Design mem_request_unit, sky130hd; sources not shown.
==> images/final_congestion.png <==
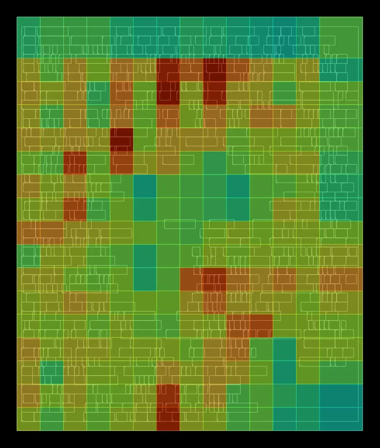
Final Util: 60.2%
gr busiest metal: met2

==> images/registers.png <==
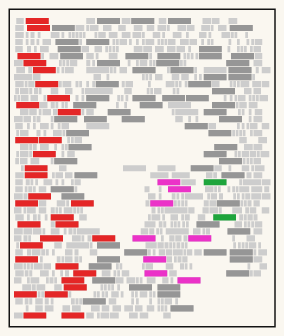
- green: state_r (sequential cells 2)
- magenta: wait_cnt_r (sequential cells 8)
- red: rdata (sequential cells 32; where a column on the left)
- not coloured: 68
sequential cell area share: 39.2%
Sequential Power: 4.47 mW

==> images/pins.png <==
Pins as bars across the die edge, other pins in grey.
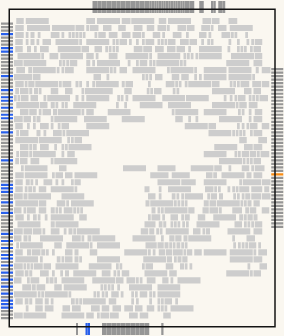
- orange: mem_stall (pins 1; direction output; edge right)
- blue: rdata (pins 32; direction output; edge 30 left, 2 bottom)
number of buffers added on ports: 204
Die X: 102 µm
Die Y: 123 µm

==> images/metal_stack.png <==
Only two layers are drawn.
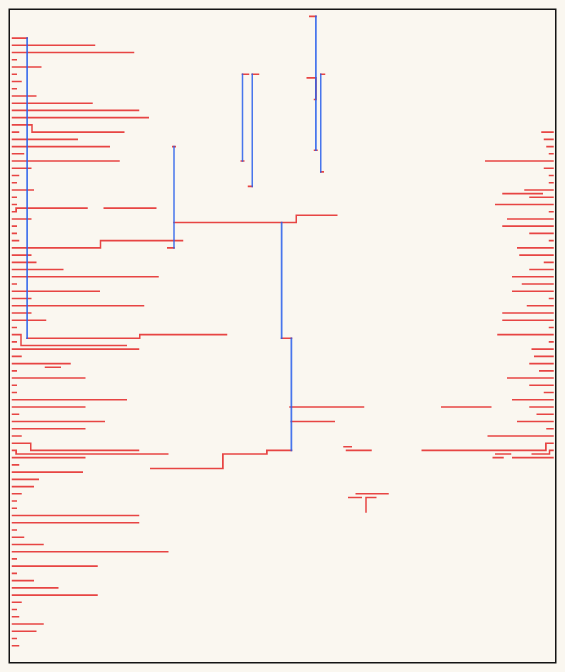
- red: met3 (wire length 1,170 µm)
- blue: met4 (wire length 199 µm)
routed vias: 4,014
gr usage total: 18.8%

==> images/met3.png <==
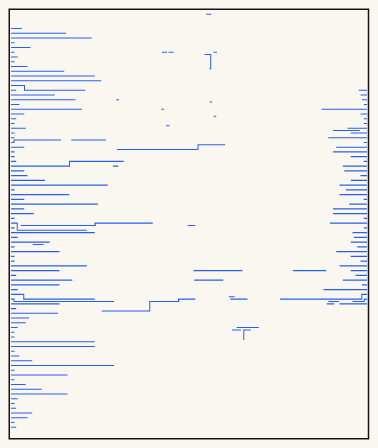
- share of all routed wire: 9.8%
- nets with wire on the layer: 148
Post-Route WL: 12,000 µm
met3 usage: 7.92%

==> deck_impl_summary.md <==
Flow Results at a Glance

Status
  – Outcome: complete, but fails checks
  – Violated checks: setup timing

Placement
  – HPWL Detailed: 8360 µm

Detailed routing
  – Drt first pass iters: 4
  – Wirelength per Cell: 13.5 µm
  – Highest routed layer: met4
  – Routed wl met3: 1170 µm
  – DRC violations left: 0
  – 1st-iter DRT viols: 153

Synth
  – Post-synth top area cell: dfrtp_1
  – Top-area cell share: 61.4%
  – Asr flop ratio synth: 100%
  – Cell Area, Synth: 0.00448 mm²
  – Ys flop type: dfrtp_1
  – Ys flops: 110
  – Area reported by Yosys stat: 0.00448 mm²
  – Yosys stat cell total: 512
  – AND-OR/OR-AND share of the synthesized area: 6.34%

Final timing
  – Achievable Freq: 0.588 GHz
  – Final setup fails: 1
  – Min Tclk post-route: 1.70 ns
  – Setup WS post-layout: -0.102 ns
  – Relative slew slack: 61.1%

Clock tree
  – Post-CTS Setup Bufs: 0
  – Post-cts hold-fix buffer tally: 1
  – Post_cts resized: 113
  – CTS tree: done
  – CTS sink count: 110
  – Clk_lat worst skew: 0.34 ns
  – CTS buffer count: 9

Critical path
  – Worst R2R Setup Slack: 0.05 ns
  – Reg2Reg Depth: 8
  – Crit end category: primary output
  – CP bufs+invs: 2
  – Crit path DRT: 1.18 ns
  – Most used cell, CP: nand2_2
  – Setup crit start kind: input port
  – CP delay by family, top: buffers and inverters

GRT
  – Vias in the first global route: 4,053
  – Largest net degree at the start of global routing: 111
  – First-pass GRT wire length: 18,200 µm
  – M1 GR Usage: 21.6%

Pwr
  – Int Power: 7.09 mW
  – Switching pwr: 4.55 mW
  – Sw Ratio: 39.1%
  – Clk pwr share: 19.1%
  – Seq pwr share: 38.4%
  – Total Power Consumption: 11.6 mW
  – Comb power frac: 42.5%

Job
  – OpenROAD warning count: 31

Floorplanning
  – Placement Rows: 43
  – Core Area: 0.0117 mm²
  – Ports: 205

Worst hold path
  – Hold path cells: 1

Final layout
  – Share of post-route cells with drive strength above 1: 8.50%
layout make-up:
class,count,area [µm²],share of cell area [%]
flip-flops and latches,110,2750,39.2
inverters,43,161,2.30
multi-input cells,337,1460,20.8
clock buffers,9,225,3.21
clock inverters,7,72.6,1.03
well taps,157,196,2.80
repair buffers,223,2150,30.7
cell families after synthesis:
logic type | after synthesis
compound gates | 49
xor+xnor | 1
fa+ha+maj | 2
buf+inv | 65
flops | 110
simple gates | 285
power groups by stage:
stage | Combinational (mW) | Sequential, mW | Clock [mW]
2_1_floorplan | 1.39 | 5.78 | 0
3_3_place_gp | 5.53 | 4.50 | 0
3_5_place_dp | 5.63 | 4.54 | 0
4_1_cts | 4.91 | 4.47 | 2.28
5_1_grt | 5.37 | 4.62 | 2.38
6_report | 4.94 | 4.47 | 2.23
metrics by stage:
| stage | TNS, ns | instance area (µm²) | instances | worst slack (ns) | hold slack (ns) |
|---|---|---|---|---|---|
| final | -0.102 | 7020 | 886 | -0.102 | 0.369 |
| after global routing | -0.162 | 7020 | 886 | -0.144 | 0.388 |
| after CTS | -0.145 | 6940 | 883 | -0.145 | 0.376 |
| after detailed placement | -31.07 | 6760 | 866 | -0.608 | 0.351 |
| after global placement | -26.69 | 6760 | 866 | -0.575 | 0.342 |
| after floorplan | 0 | 4480 | 512 | 0.0573 | -0.0756 |
placed cells by master, fill, tap and decap left out, types with 3 or more instances in the layout:
cell / n
inv_1: 42
o21ai_0: 35
o21ai_1: 3
nand3_1: 7
buf_4: 11
nor2_4: 3
dlygate4sd2_1: 100
o21ai_2: 5
clkbuf_16: 10
dfrtp_1: 110
nand2_2: 10
nand2_1: 249
buf_12: 6
clkdlybuf4s50_1: 100
nor2_1: 12
No activity file was given, so power comes from the tool's default toggle rates.
